### config.mk
export PLATFORM = sky130hd
export DESIGN_NAME = tty_iot_device
export DESIGN_NICKNAME = d
export VERILOG_FILES = /design/src/rtl/tty_iot_device.sv
export SDC_FILE = /design/constraint.sdc
export NUM_CORES = 1
export LEC_CHECK = 0
export CORE_MARGIN = 2
export CORE_UTILIZATION = 37
export DETAILED_ROUTE_END_ITERATION = 10
export GPL_TIMING_DRIVEN = 0
export MAX_ROUTING_LAYER = met4
export PLACE_DENSITY = 0.69
export SLEW_MARGIN = 20
export SYNTH_ARGS = -nofsm -noshare
export SYNTH_HDL_FRONTEND = slang
export SYNTH_SLANG_ARGS = --single-unit
### constraint.sdc
create_clock -name clk -period 2.7 [get_ports clk]
set_clock_uncertainty 0.05 [all_clocks]
set_input_delay 0.54 -clock clk [delete_from_list [all_inputs] [get_ports clk]]
set_output_delay 0.54 -clock clk [all_outputs]
set_load 0.01 [all_outputs]
### src/rtl/tty_iot_device.sv
// Console teletype on IOT device codes 603x (keyboard) and 604x (teleprinter).
// Holds the keyboard/printer flags and buffers and trades bytes with a UART over valid/ready.
module tty_iot_device #(
  parameter int PRINT_DELAY = 16,
  parameter int CNT_W       = 16
) (
  input  logic       clk,
  input  logic       reset,
  input  logic       IOT603x,
  input  logic       IOT604x,
  input  logic [2:0] IR,
  input  logic       EXEC,
  input  logic [7:0] AC,
  output logic       SKIP,
  output logic       AC_CLR,
  output logic       KBD_OE,
  output logic [7:0] KBD_DATA,
  output logic       IRQ,
  input  logic [7:0] RX_DATA,
  input  logic       RX_VALID,
  output logic       RX_READY,
  output logic [7:0] TX_DATA,
  output logic       TX_VALID,
  input  logic       TX_READY,
  output logic [1:0] fsm_state
);

  typedef enum logic [1:0] {
    P_IDLE = 2'd0,
    P_SEND = 2'd1,
    P_WAIT = 2'd2
  } p_state_t;

  localparam logic [CNT_W-1:0] DELAY_LOAD = CNT_W'(PRINT_DELAY);
  localparam logic [CNT_W-1:0] CNT_ONE    = CNT_W'(1);

  p_state_t         state;
  p_state_t         state_nxt;
  logic [CNT_W-1:0] cnt;
  logic             kbd_flag;
  logic             tty_flag;

  logic kbd_sel;
  logic prt_sel;
  logic kbd_clr;
  logic prt_clr;
  logic prt_set;
  logic print_op;
  logic rx_accept;

  logic tx_load;
  logic cnt_load;
  logic cnt_dec;
  logic fsm_flag_set;

  // IOT decode; SKIP reads the flag value from before the execute edge.
  assign kbd_sel  = EXEC & IOT603x;
  assign prt_sel  = EXEC & IOT604x;
  assign kbd_clr  = kbd_sel & (IR[1] | (IR == 3'b000));
  assign prt_clr  = prt_sel & IR[1];
  assign prt_set  = prt_sel & (IR == 3'b000);
  assign print_op = prt_sel & IR[2];

  assign SKIP   = (kbd_sel & IR[0] & kbd_flag) | (prt_sel & IR[0] & tty_flag);
  assign AC_CLR = kbd_sel & IR[1];
  assign KBD_OE = kbd_sel & IR[2];
  assign IRQ    = kbd_flag | tty_flag;

  // Valid/ready: a byte moves on any rising edge where both valid and ready are high;
  // the source holds data and valid steady until that edge.
  assign RX_READY  = ~kbd_flag;
  assign rx_accept = RX_VALID & RX_READY;

  always_ff @(posedge clk or posedge reset) begin
    if (reset) begin
      kbd_flag <= 1'b0;
      KBD_DATA <= 8'h00;
    end else begin
      if (rx_accept) begin
        KBD_DATA <= RX_DATA;
        kbd_flag <= 1'b1;
      end else if (kbd_clr) begin
        kbd_flag <= 1'b0;
      end
    end
  end

  // Printer flag: a set from the FSM or from SPF beats a same-edge clear.
  always_ff @(posedge clk or posedge reset) begin
    if (reset) begin
      tty_flag <= 1'b0;
    end else if (fsm_flag_set | prt_set) begin
      tty_flag <= 1'b1;
    end else if (prt_clr) begin
      tty_flag <= 1'b0;
    end
  end

  always_ff @(posedge clk or posedge reset) begin
    if (reset) begin
      state <= P_IDLE;
    end else begin
      state <= state_nxt;
    end
  end

  always_comb begin
    state_nxt = state;
    case (state)
      P_IDLE: if (print_op) state_nxt = P_SEND;
      P_SEND: if (TX_READY) state_nxt = P_WAIT;
      P_WAIT: if (cnt == '0) state_nxt = P_IDLE;
      default: state_nxt = P_IDLE;
    endcase
  end

  always_comb begin
    TX_VALID     = 1'b0;
    tx_load      = 1'b0;
    cnt_load     = 1'b0;
    cnt_dec      = 1'b0;
    fsm_flag_set = 1'b0;
    case (state)
      P_IDLE: tx_load = print_op;
      P_SEND: begin
        TX_VALID = 1'b1;
        cnt_load = TX_READY;
      end
      P_WAIT: begin
        cnt_dec      = (cnt != '0);
        fsm_flag_set = (cnt == '0);
      end
      default: ;
    endcase
  end

  // Print requests outside P_IDLE never reach tx_load, so TX_DATA is not disturbed.
  always_ff @(posedge clk or posedge reset) begin
    if (reset) begin
      TX_DATA <= 8'h00;
      cnt     <= '0;
    end else begin
      if (tx_load) TX_DATA <= AC;
      if (cnt_load) begin
        cnt <= DELAY_LOAD;
      end else if (cnt_dec) begin
        cnt <= cnt - CNT_ONE;
      end
    end
  end

  assign fsm_state = state;

endmodule

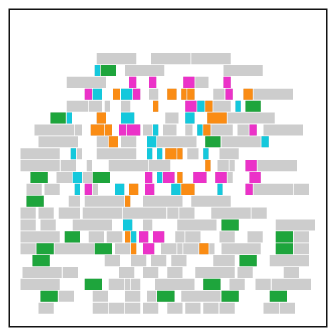
*Gate-type map*
- green: mux cells (cells 21)
- orange: nor cells (cells 23)
- cyan: nand cells (cells 24)
- magenta: aoi and oai cells (cells 23)

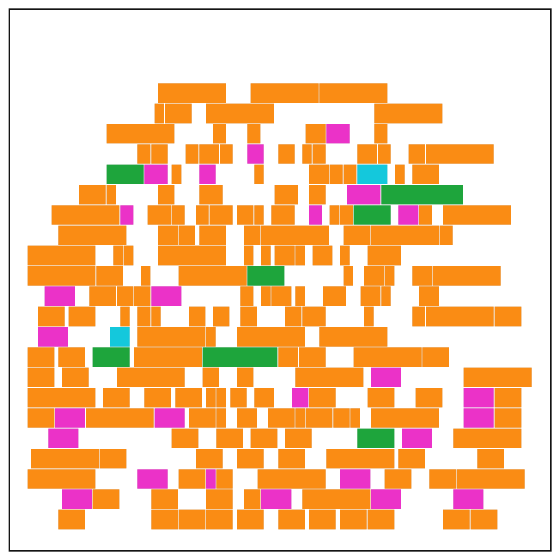
*Drive-strength map*
- green: _6 and larger (cells 7; most used clkbuf_8)
- orange: _0 and _1 cells (cells 181; most used clkdlybuf4s50_1)
- cyan: _3 and _4 cells (cells 2)
- magenta: _2 cells (cells 26; most used mux2_2)

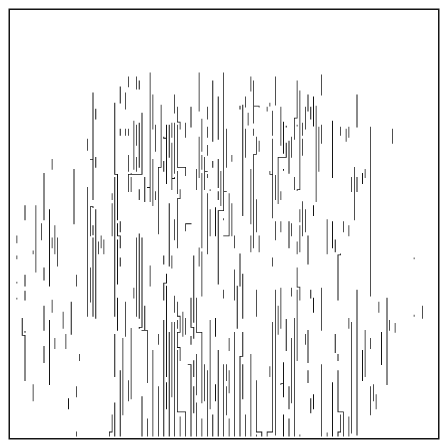
*M2 wires*
- share of all routed wire: 49%
- nets with wire on the layer: 214
- longest straight run: 28.6 µm
- main direction: vertical

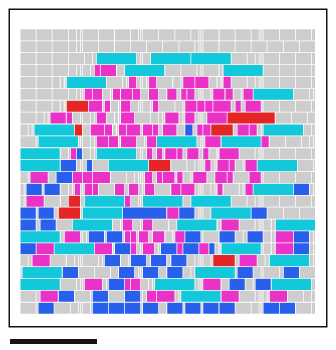
*Placement by cell class*
Bar = 20 µm. Fill, decap, tap and diode cells in gray.
- red: clock drivers and dummy loads (cells 8; share of their area 4.7%)
- magenta: combinational and other logic (cells 118; share of their area 34%)
- blue: remaining buffers and delay cells (cells 54; share of their area 23%)
- cyan: sequential cells (cells 36; share of their area 38%)

cell type report:
type,count,area (µm²),area share
Timing Repair Buffer,50,518,0.214
Tap cell,52,65.1,0.0269
Clock inverter,3,42.5,0.0176
Multi-Input combinational cell,112,788,0.325
Sequential cell,36,901,0.372
Buffer,4,16.3,0.00671
Clock buffer,5,68.8,0.0284
Inverter,6,22.5,0.00930
registers in the layout, indices dropped and copies added, names as in the netlist:
signal and cells:
KBD_DATA 8, cnt 16, kbd_flag 1, tty_flag 1, fsm_state 2, TX_DATA 8
power by group through the flow:
stage	logic [W]	registers (W)	clock network [W]
after floorplan	0.000553	0.00102	0
after global placement	0.00105	0.000982	0
after detailed placement	0.00107	0.000991	0
after CTS	0.00108	0.000980	0.000484
after global routing	0.00117	0.00102	0.000507
final	0.00106	0.000980	0.000467
==> impl_metrics.json <==
{
  "p_total_w": 0.00251,
  "syn2layout_area_growth_pct": 40.2,
  "hpwl_um": 2870,
  "htree_levels": 2,
  "ys.flop_type": "dfrtp_1",
  "r2r_start": "cnt[3]$_DFFE_PP0P_",
  "fa_ha_area_frac": 0.00724,
  "synth_stat.cells": 158,
  "area_leaders": "dfrtp_1, mux2_2, mux2i_1",
  "status": "complete, no violations",
  "yosysUniqueCellTypes": 39,
  "yosysMostFrequentCell": "dfrtp_1",
  "fillers": 414,
  "relSlewSlack": 0.582,
  "ctsResizeCount": 0,
  "cp.arrival_ns": 1.86,
  "async_flop_share": 1.00,
  "critPathMaxStageDelay_ns": 0.57,
  "fin_crit_ns": 2.45,
  "hold_viol": 0,
  "place_area_um2": 2310,
  "ys_seq_frac": 0.521,
  "root_buffer": "clkbuf_8",
  "crit_type": "in2out",
  "lay_top_cells": "clkdlybuf4s50_1, dfrtp_1, mux2_2",
  "wl_met3_um": 156,
  "top_layer": "met4",
  "floorplan.nets": 185,
  "hold_slack_ns": 0.451,
  "wl_per_cell_um": 14.3,
  "pin_count": 50,
  "cap_violations": 0,
  "p_sw_w": 0.000864,
  "worst_slew_pin_slew_ns": 0.621,
  "drt_iter0_drc": 81
}
Power is estimated from default activity; no workload was simulated.
